## config.mk

```make
export PLATFORM = sky130hd
export DESIGN_NAME = debounce_multi_flat
export DESIGN_NICKNAME = d
export VERILOG_FILES = /design/src/rtl/debounce_pkg.sv /design/src/rtl/debounce_multi_if.sv /design/src/rtl/debounce_channel.sv /design/src/rtl/debounce_multi.sv /design/src/flat_wrapper.sv
export SDC_FILE = /design/constraint.sdc
export NUM_CORES = 1
export LEC_CHECK = 0
export ABC_AREA = 1
export ABC_CLOCK_PERIOD_IN_PS = 1800
export CAP_MARGIN = 40
export CORE_MARGIN = 5
export CORE_UTILIZATION = 62
export DETAILED_ROUTE_END_ITERATION = 7
export PLACE_DENSITY = 0.93
export REMOVE_ABC_BUFFERS = 1
export SLEW_MARGIN = 20
export SYNTH_ARGS = -nofsm -noshare
export SYNTH_HDL_FRONTEND = slang
export SYNTH_HIERARCHICAL = 1
export SYNTH_SLANG_ARGS = --single-unit
```

## constraint.sdc

```tcl
create_clock -name IN_CLOCK -period 1.8 [get_ports IN_CLOCK]
set_clock_uncertainty 0.05 [all_clocks]
set_input_delay 0.36 -clock IN_CLOCK [delete_from_list [all_inputs] [get_ports IN_CLOCK]]
set_output_delay 0.36 -clock IN_CLOCK [all_outputs]
set_load 0.05 [all_outputs]
```

## src/rtl/debounce_pkg.sv

```systemverilog
// Purpose: shared types and helpers for the multi-channel contact debouncer.
// Latency: n/a (types and constant functions only).
// Backpressure: n/a.
//
// Contents:
//   chan_state_t - per-channel qualification state
//   max_of()     - constant helper used to size the shared rise/fall counter
package debounce_pkg;

  typedef enum logic [1:0] {
    STABLE_LOW  = 2'd0,
    WAIT_RISE   = 2'd1,
    STABLE_HIGH = 2'd2,
    WAIT_FALL   = 2'd3
  } chan_state_t;

  function automatic int max_of(input int a, input int b);
    return (a > b) ? a : b;
  endfunction

endpackage

```

## src/rtl/debounce_multi_if.sv

```systemverilog
// Purpose: bundle of raw contact inputs and debounced outputs for debounce_multi.
// Latency: n/a (wiring only).
// Backpressure: none; outputs are levels and single-cycle event pulses.
//
// Signals (all NUM_CHANNELS wide, one bit per channel):
//   IN_SIGNAL           raw asynchronous contact inputs (driven by master)
//   OUT_DEBOUNCE_SIGNAL debounced levels
//   OUT_RISE_PULSE      one-cycle pulse on a 0->1 output change
//   OUT_FALL_PULSE      one-cycle pulse on a 1->0 output change
// Modports: master = input source / event consumer, slave = the debouncer.
interface debounce_multi_if #(
  parameter int NUM_CHANNELS = 4
);

  logic [NUM_CHANNELS-1:0] IN_SIGNAL;
  logic [NUM_CHANNELS-1:0] OUT_DEBOUNCE_SIGNAL;
  logic [NUM_CHANNELS-1:0] OUT_RISE_PULSE;
  logic [NUM_CHANNELS-1:0] OUT_FALL_PULSE;

  modport master (
    output IN_SIGNAL,
    input  OUT_DEBOUNCE_SIGNAL,
    input  OUT_RISE_PULSE,
    input  OUT_FALL_PULSE
  );

  modport slave (
    input  IN_SIGNAL,
    output OUT_DEBOUNCE_SIGNAL,
    output OUT_RISE_PULSE,
    output OUT_FALL_PULSE
  );

endinterface

```

## src/rtl/debounce_channel.sv

```systemverilog
// Purpose: one debounced channel - optional 2-flop synchroniser, rise/fall
//          qualification FSM with a shared saturating counter, registered pulses.
// Latency: RISE (or FALL) edges from the first edge sampling the new level,
//          plus 2 when DEBOUNCE_SYNC_EN is defined. Backpressure: none.
//
// Ports:
//   clk, rst    clock and asynchronous active-high reset
//   raw         contact input (asynchronous if DEBOUNCE_SYNC_EN is defined)
//   level       debounced level
//   rise_pulse  high for the first cycle of a new high level
//   fall_pulse  high for the first cycle of a new low level
// Build macro: DEBOUNCE_SYNC_EN (adds the synchroniser; otherwise raw must
//              already be synchronous to clk).
module debounce_channel
  import debounce_pkg::*;
#(
  parameter int RISE        = 8,
  parameter int FALL        = 6,
  parameter int RESET_LEVEL = 0
) (
  input  logic clk,
  input  logic rst,
  input  logic raw,
  output logic level,
  output logic rise_pulse,
  output logic fall_pulse
);

  localparam int CNT_MAX = max_of(RISE, FALL);
  localparam int CNT_W   = $clog2(CNT_MAX + 1);

  localparam logic              RST_BIT   = (RESET_LEVEL != 0);
  localparam chan_state_t       RST_STATE = RST_BIT ? STABLE_HIGH : STABLE_LOW;
  localparam logic [CNT_W-1:0]  RISE_LAST = CNT_W'(RISE - 1);
  localparam logic [CNT_W-1:0]  FALL_LAST = CNT_W'(FALL - 1);
  localparam logic [CNT_W-1:0]  CNT_TOP   = CNT_W'(CNT_MAX);

  logic s;

`ifdef DEBOUNCE_SYNC_EN
  logic [1:0] sync_q;

  always_ff @(posedge clk or posedge rst) begin
    if (rst) begin
      sync_q <= {2{RST_BIT}};
    end else begin
      sync_q <= {sync_q[0], raw};
    end
  end

  assign s = sync_q[1];
`else
  assign s = raw;
`endif

  chan_state_t      state_q, state_d;
  logic [CNT_W-1:0] cnt_q, cnt_d;
  logic             level_q, level_d;
  logic             rise_q, rise_d;
  logic             fall_q, fall_d;

  always_ff @(posedge clk or posedge rst) begin
    if (rst) begin
      state_q <= RST_STATE;
      cnt_q   <= '0;
      level_q <= RST_BIT;
      rise_q  <= 1'b0;
      fall_q  <= 1'b0;
    end else begin
      state_q <= state_d;
      cnt_q   <= cnt_d;
      level_q <= level_d;
      rise_q  <= rise_d;
      fall_q  <= fall_d;
    end
  end

  // The first sample of the new level counts as 1, so the transition fires when
  // the counter already holds RISE-1 (FALL-1) and one more matching sample arrives.
  always_comb begin
    state_d = state_q;
    cnt_d   = cnt_q;
    level_d = level_q;
    rise_d  = 1'b0;
    fall_d  = 1'b0;

    case (state_q)
      STABLE_LOW: begin
        if (s) begin
          if (RISE == 1) begin
            state_d = STABLE_HIGH;
            cnt_d   = '0;
            level_d = 1'b1;
            rise_d  = 1'b1;
          end else begin
            state_d = WAIT_RISE;
            cnt_d   = CNT_W'(1);
          end
        end
      end

      WAIT_RISE: begin
        if (!s) begin
          state_d = STABLE_LOW;
          cnt_d   = '0;
        end else if (cnt_q == RISE_LAST) begin
          state_d = STABLE_HIGH;
          cnt_d   = '0;
          level_d = 1'b1;
          rise_d  = 1'b1;
        end else if (cnt_q != CNT_TOP) begin
          cnt_d = cnt_q + CNT_W'(1);
        end
      end

      STABLE_HIGH: begin
        if (!s) begin
          if (FALL == 1) begin
            state_d = STABLE_LOW;
            cnt_d   = '0;
            level_d = 1'b0;
            fall_d  = 1'b1;
          end else begin
            state_d = WAIT_FALL;
            cnt_d   = CNT_W'(1);
          end
        end
      end

      WAIT_FALL: begin
        if (s) begin
          state_d = STABLE_HIGH;
          cnt_d   = '0;
        end else if (cnt_q == FALL_LAST) begin
          state_d = STABLE_LOW;
          cnt_d   = '0;
          level_d = 1'b0;
          fall_d  = 1'b1;
        end else if (cnt_q != CNT_TOP) begin
          cnt_d = cnt_q + CNT_W'(1);
        end
      end

      default: begin
        state_d = RST_STATE;
        cnt_d   = '0;
        level_d = RST_BIT;
      end
    endcase
  end

  assign level      = level_q;
  assign rise_pulse = rise_q;
  assign fall_pulse = fall_q;

endmodule

```

## src/rtl/debounce_multi.sv

```systemverilog
// Purpose: NUM_CHANNELS independent contact debouncers with level and edge pulses.
// Latency: RISE/FALL edges after the first edge sampling the new level, +2 with
//          DEBOUNCE_SYNC_EN defined. Backpressure: none; pulses are fire-and-forget.
//
// Ports:
//   IN_CLOCK  single clock, rising edge
//   IN_RESET  asynchronous active-high reset
//   bus       debounce_multi_if.slave: IN_SIGNAL in, OUT_DEBOUNCE_SIGNAL,
//             OUT_RISE_PULSE, OUT_FALL_PULSE out (NUM_CHANNELS bits each)
// Build macro: DEBOUNCE_SYNC_EN enables the per-channel 2-flop synchroniser.
module debounce_multi
  import debounce_pkg::*;
#(
  parameter int NUM_CHANNELS                 = 4,
  parameter int DEAD_TIME_NUM_CLKS_RISE_EDGE = 8,
  parameter int DEAD_TIME_NUM_CLKS_FALL_EDGE = 6,
  parameter int RESET_LEVEL                  = 0
) (
  input  logic             IN_CLOCK,
  input  logic             IN_RESET,
  debounce_multi_if.slave  bus
);

  logic [NUM_CHANNELS-1:0] level;
  logic [NUM_CHANNELS-1:0] rise;
  logic [NUM_CHANNELS-1:0] fall;

  for (genvar g = 0; g < NUM_CHANNELS; g++) begin : g_chan
    debounce_channel #(
      .RISE        (DEAD_TIME_NUM_CLKS_RISE_EDGE),
      .FALL        (DEAD_TIME_NUM_CLKS_FALL_EDGE),
      .RESET_LEVEL (RESET_LEVEL)
    ) u_chan (
      .clk        (IN_CLOCK),
      .rst        (IN_RESET),
      .raw        (bus.IN_SIGNAL[g]),
      .level      (level[g]),
      .rise_pulse (rise[g]),
      .fall_pulse (fall[g])
    );
  end

  assign bus.OUT_DEBOUNCE_SIGNAL = level;
  assign bus.OUT_RISE_PULSE      = rise;
  assign bus.OUT_FALL_PULSE      = fall;

endmodule

```

## src/flat_wrapper.sv

```systemverilog
// flat-port wrapper written by rule: the top's interface ports become plain ports
module debounce_multi_flat import debounce_pkg::*;
#(
  parameter int NUM_CHANNELS                 = 4,
  parameter int DEAD_TIME_NUM_CLKS_RISE_EDGE = 8,
  parameter int DEAD_TIME_NUM_CLKS_FALL_EDGE = 6,
  parameter int RESET_LEVEL                  = 0
)
  (IN_CLOCK, IN_RESET, bus_IN_SIGNAL, bus_OUT_DEBOUNCE_SIGNAL, bus_OUT_RISE_PULSE, bus_OUT_FALL_PULSE);
  debounce_multi_if #(.NUM_CHANNELS(NUM_CHANNELS)) bus_i ();
  input  logic IN_CLOCK;
  input  logic IN_RESET;
  input wire logic [$bits(bus_i.IN_SIGNAL)-1:0] bus_IN_SIGNAL;
  output wire logic [$bits(bus_i.OUT_DEBOUNCE_SIGNAL)-1:0] bus_OUT_DEBOUNCE_SIGNAL;
  output wire logic [$bits(bus_i.OUT_RISE_PULSE)-1:0] bus_OUT_RISE_PULSE;
  output wire logic [$bits(bus_i.OUT_FALL_PULSE)-1:0] bus_OUT_FALL_PULSE;
  assign bus_i.IN_SIGNAL = bus_IN_SIGNAL;
  assign bus_OUT_DEBOUNCE_SIGNAL = bus_i.OUT_DEBOUNCE_SIGNAL;
  assign bus_OUT_RISE_PULSE = bus_i.OUT_RISE_PULSE;
  assign bus_OUT_FALL_PULSE = bus_i.OUT_FALL_PULSE;
  debounce_multi #(.NUM_CHANNELS(NUM_CHANNELS), .DEAD_TIME_NUM_CLKS_RISE_EDGE(DEAD_TIME_NUM_CLKS_RISE_EDGE), .DEAD_TIME_NUM_CLKS_FALL_EDGE(DEAD_TIME_NUM_CLKS_FALL_EDGE), .RESET_LEVEL(RESET_LEVEL)) u_core (.IN_CLOCK(IN_CLOCK), .IN_RESET(IN_RESET), .bus(bus_i));
endmodule
```

Run 1, signal wires on met1:
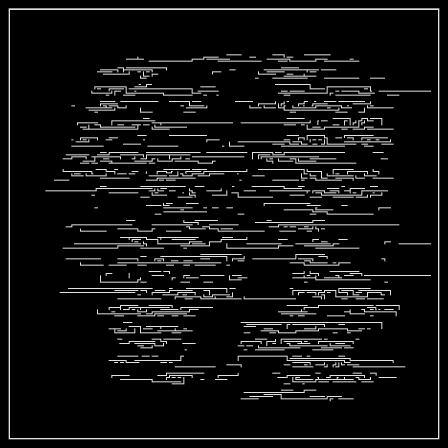
main direction = horizontal
share of all routed wire = 47%
longest straight run = 22.5 microns

Run 1, met2 routing:
Bar = 20 microns.
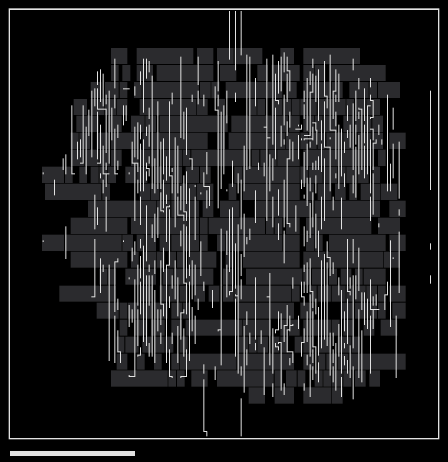
main direction = vertical
nets with wire on the layer = 251
longest straight run = 25.8 microns
wire length on this layer = 2020 microns
share of all routed wire = 47%

Run 1, signal wires on met3:
Bar = 20 microns.
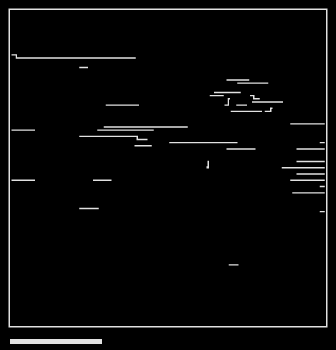
longest straight run = 25.8 microns
wire length on this layer = 217 microns

==> reports/results.txt, run 1 <==
Result of the run - finished clean
HP Class - primary input to async pin
Global-route wire length before repair - 7250 microns
Max-capacitance violation count - 0
Smallest hold slack - 310 ps
Cell total after placement - 327
Cell with the most instances after synthesis - nand2_1
Worst flop-to-flop path startpoint - u_core/g_chan[0].u_chan/cnt_q[0]
Area fraction in and, or, nand and nor cells - 0.294
Biggest combinational cell group after synthesis - simple AND/OR/NAND/NOR gates
Synth Register Bits - 36
Mux area share - 0
Number of fill cells - 250
Total via count in the routed design - 1811
Register clock-pin slew on the reported worst setup and hold paths - 120 ps
Most instantiated flip-flop cell in the synthesis netlist - dfrtp_1
Combinational cell area excluding buffers and inverters - 1020 sq um
Number of clock sinks seen by CTS - 36
FMAX - 714 MHz
Final weighted congestion of routability-driven global placement - 0.858
Maximum fanout along the worst path - 6
Max-slew headroom - 0.761
Static Leak - 1.19 nW
Post CTS Setup Buffer Count - 0
# diodes - 0
Total negative setup slack - 0 ps
Die Outline Area - 4700 sq um
Number of nets in the final layout - 306
Data required time of the worst path - 1990 ps
Signal arrival time at the worst endpoint - 1590 ps
Final worst path period need - 1400 ps
Flop2flop setup slack - 400 ps
Nature of the critical path endpoint - flip-flop
DP Worst Slack - 143 ps
Setup crit start kind - flip-flop
Worst ir drop on vdd - 784 uV
Total number of placement rows - 21
Slowest cell on the critical path - dfrtp_1
Post-synthesis cell area - 2130 sq um
Hold violation total from the final report - 0
Count of final max-slew check failures - 0
Initial antenna violation count - 0
Post-route fraction of the period consumed by the critical path - 0.778
Area fraction in compound gates after synthesis - 0.0965
Overall Global Routing Usage - 0.208
Final instance area - 2410 sq um
Largest net degree at the start of global routing - 13
Post-cts hold-fix buffer tally - 0
Capture instance of the worst register-to-register path - u_core/g_chan[0].u_chan/cnt_q[3]
Cell repeated most along the worst path - nand2_1
Synth async-reset ratio - 1.00
Placed wire-length estimate - 3150 microns
Sequence of cells on the critical path - ha_1, nand3_1, nand2_2, nand2_1, nand2_1, o21ai_0
GR Overflow Total - 0
Final WL - 4300 microns
Slew @ Worst Pin - 359 ps
Clock latency at the later pin of the worst-skew pair - 350 ps
Final setup violation count - 0
Fraction of final layout cells with drive strength greater than 1 - 0.180
Tool warnings - 33
Count of buffers from port buffering - 17
Routed wire length per instance - 12.8 microns
Library cell occupying the most area in the post-synthesis netlist - dfrtp_1
Worst Setup Path Type - flip-flop to flip-flop
Number of global-route vias before repair - 1679
CTS H-Tree Depth - 2
Depth of the most critical reg-to-reg path - 6
Capture point of the worst path - u_core/g_chan[0].u_chan/cnt_q[3]
Top area contributor share - 0.424
Most frequently placed logic cell in the final layout - nand2_1
Yosys stat area - 2130 sq um
Storage element area - 901 sq um
Pwr Density - 1380 nW/um^2
Sequential element share of the synthesized area - 0.424
Xor+xnor area frac - 0.0165
Number of gates given a new drive strength after cts - 0
Floorplan core density - 0.637
Final worst-path setup slack - 400 ps
I/O pin cnt - 18
WP buf/inv - 0
Post-place instance area - 2280 sq um
Timing startpoint of the critical path - u_core/g_chan[0].u_chan/cnt_q[0]
Number of buffers inserted during clock tree synthesis - 5
Synthesis Warnings - 6
Number of flops mapped to enable cells by yosys - 0
Stages on the worst setup path - 6
==> run 1: metal layers <==
layer	track usage	wire, microns
met5	0	0
met3	0.0454	217
met2	0.336	2020
met4	0.0794	57
met1	0.272	2010
==> run 1: power breakdown <==
group | switching, mW | leakage, nW | internal [mW]
clock | 0.282 | 0.0654 | 0.572
combinational | 0.755 | 0.643 | 0.420
sequential | 0.302 | 0.478 | 0.986
==> run 1: area by class of cell <==
type,instances,share of cell area
clock buffer,5,0.0156
clock inverter,3,0.0374
inverter,44,0.0686
multi-input combinational,184,0.422
sequential,36,0.374
tap,46,0.0239
timing repair buffer,17,0.0582
==> inputs of run 2 (changes only) <==
- ABC_CLOCK_PERIOD_IN_PS: 1800 -> 1200
- CORE_UTILIZATION: 62 -> 52
- PLACE_DENSITY: 0.93 -> 0.84
- clock period: 1.8 -> 1.2 ns (I/O delays scaled with it)
==> reports/results.txt, run 2 <==
CTS H-Tree Depth - 2 (unchanged)
Worst Setup Path Type - flip-flop to flip-flop
Final worst-path setup slack - -186 ps (-586 ps)
Cell total after placement - 349 (+6.7%)
Yosys stat area - 2130 sq um (unchanged)
Top area contributor share - 0.424 (unchanged)
CP max stage delay - 450 ps
Logic power comb - 3.47 mW (+200%)
Area fraction in compound gates after synthesis - 0.0965 (unchanged)
Global-route wire length before repair - 8990 microns (+24%)
Depth of the most critical reg-to-reg path - 7 (+1)
Most frequently placed logic cell in the final layout - nand2_1
Worst ir drop on vdd - 1180 uV (+50%)
Sw Ratio - 0.446 (+0.0426)
Capture point of the worst path - u_core/g_chan[1].u_chan/level
Max-slew headroom - 0.744 (-0.0164)
Flop2flop setup slack - -190 ps (-590 ps)
Tool warnings - 35 (+6.1%)
Signal arrival time at the worst endpoint - 1520 ps (-70 ps)
# diodes - 0 (unchanged)
Sequential element share of the synthesized area - 0.424 (unchanged)
Mux area share - 0 (unchanged)
Cell repeated most along the worst path - nand2_1
Total number of placement rows - 23 (+9.5%)
Post-route fraction of the period consumed by the critical path - 1.16 (+0.377)
Nature of the critical path endpoint - flip-flop
Cell with the most instances after synthesis - nand2_1
Biggest combinational cell group after synthesis - simple AND/OR/NAND/NOR gates
Proportion of power drawn by combinational gates - 0.549 (+0.195)
Pwr Density - 1940 nW/um^2 (+41%)
Max-capacitance violation count - 0 (unchanged)
Number of buffers inserted during clock tree synthesis - 5 (unchanged)
Number of global-route vias before repair - 1989 (+18%)
Hold violation total from the final report - 0 (unchanged)
Post CTS Setup Buffer Count - 8 (+8)
Synthesis Warnings - 6 (unchanged)
Power drawn by the clock network - 0.899 mW (+5.3%)
Final setup violation count - 31 (+31)
Fraction of final layout cells with drive strength greater than 1 - 0.502 (+0.322)
Clock latency at the later pin of the worst-skew pair - 290 ps (-60 ps)
Internal Pwr Total - 3.51 mW (+77%)
Capture instance of the worst register-to-register path - u_core/g_chan[1].u_chan/level
I/O pin cnt - 18 (unchanged)
Setup crit start kind - flip-flop
Area fraction in and, or, nand and nor cells - 0.294 (unchanged)
Floorplan core density - 0.536 (-0.102)
Register clock-pin slew on the reported worst setup and hold paths - 80 ps (-40 ps)
Number of clock sinks seen by CTS - 36 (unchanged)
Sequential power - 1.96 mW (+52%)
Slew @ Worst Pin - 383 ps (+24.6 ps)
Placed wire-length estimate - 3310 microns (+5.0%)
Clock power frac - 0.142 (-0.115)
Count of buffers from port buffering - 17 (unchanged)
Total negative setup slack - -1890 ps (-1890 ps)
Largest net degree at the start of global routing - 12 (-1)
HP Class - primary input to flip-flop
Maximum fanout along the worst path - 3 (-3)
Violated checks - setup timing
Heaviest power group - combinational cells
Slowest cell on the critical path - dfrtp_2
Final WL - 6090 microns (+42%)
Number of flops mapped to enable cells by yosys - 0 (unchanged)
Total via count in the routed design - 2150 (+19%)
Synth async-reset ratio - 1.00 (unchanged)
Sequential group share of total power - 0.310 (-0.078)
Post-cts hold-fix buffer tally - 0 (unchanged)
Stages on the worst setup path - 7 (+1)
Library cell occupying the most area in the post-synthesis netlist - dfrtp_1
Synth Register Bits - 36 (unchanged)
Timing startpoint of the critical path - u_core/g_chan[1].u_chan/cnt_q[1]
Final weighted congestion of routability-driven global placement - 0.891 (+3.9%)
Number of nets in the final layout - 338 (+10%)
WP buf/inv - 1 (+1)
GR Overflow Total - 0 (unchanged)
Number of gates given a new drive strength after cts - 68 (+68)
FMAX - 721 MHz (+1.0%)
Xor+xnor area frac - 0.0165 (unchanged)
Final instance area - 3270 sq um (+36%)
Result of the run - complete, but fails checks
Final worst path period need - 1390 ps (-14.3 ps)
Static Leak - 1.42 nW (+20%)
Worst flop-to-flop path startpoint - u_core/g_chan[1].u_chan/cnt_q[1]
Post-place instance area - 2570 sq um (+13%)
DP Worst Slack - -323 ps (-466 ps)
Reported net switching power - 2.83 mW (+110%)
Sequence of cells on the critical path - inv_2, ha_4, nand3_4, o21ai_1, nand2_1, nand2_1, nand2_1
run 2: cell count changes in the layout (fill, tap and decap cells not counted), moves of 11 or more:
cell,delta
o21ai_0,-20
nand2_1,-11
ha_1,-12
inv_1,-11
nand3_1,-19
o21ai_1,+12
nand3_2,+12
buf_12,+12
ha_4,+12
buf_4,+12
run 2: area by class of cell:
type / instances / area, sq um
Sequential cell: 36 / 912
Inverter: 44 / 170
Fill cell: 195 / 706
Timing Repair Buffer: 49 / 567
Tap cell: 50 / 62.6
Multi-Input combinational cell: 184 / 1460
Clock inverter: 2 / 10.0
Clock buffer: 6 / 82.6
run 2: routing by layer:
layer	global-route usage	part of all wire	vias up
met3	0.0486	0.061	31
met4	0.0905	0.046	0
met1	0.256	0.39	1037
met5	0	0	-
met2	0.367	0.50	104
li1	-	-	978
Run 2, routing congestion map:
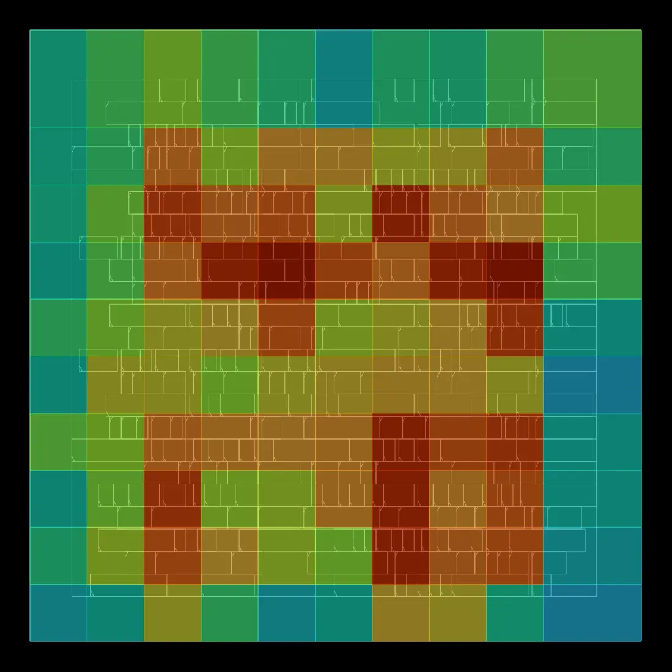
met1 usage: 0.256
routed wire length per instance: 16.4 microns
GR Util met3: 0.0486
Overall Global Routing Usage: 0.213
Final Core Density: 0.822

Run 2, signal wires on met3:
Bar = 20 microns.
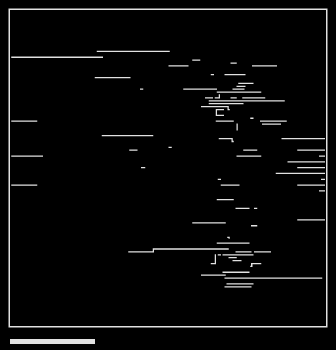
wire length on this layer = 375 microns
nets with wire on the layer = 50
longest straight run = 22.5 microns
share of all routed wire = 6.2%

Run 2, signal wires on met1:
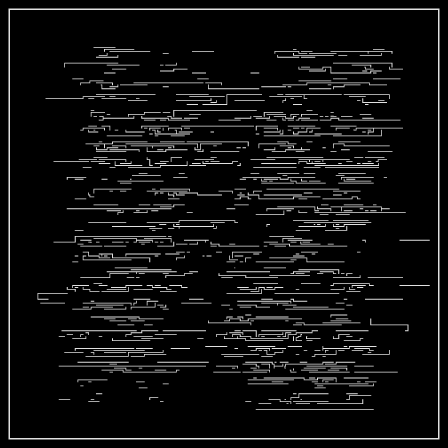
wire length on this layer = 2390 microns
nets with wire on the layer = 303
main direction = horizontal
longest straight run = 25.3 microns
share of all routed wire = 39%

Power figures rest on the tool's default switching activity, not on a simulated workload.
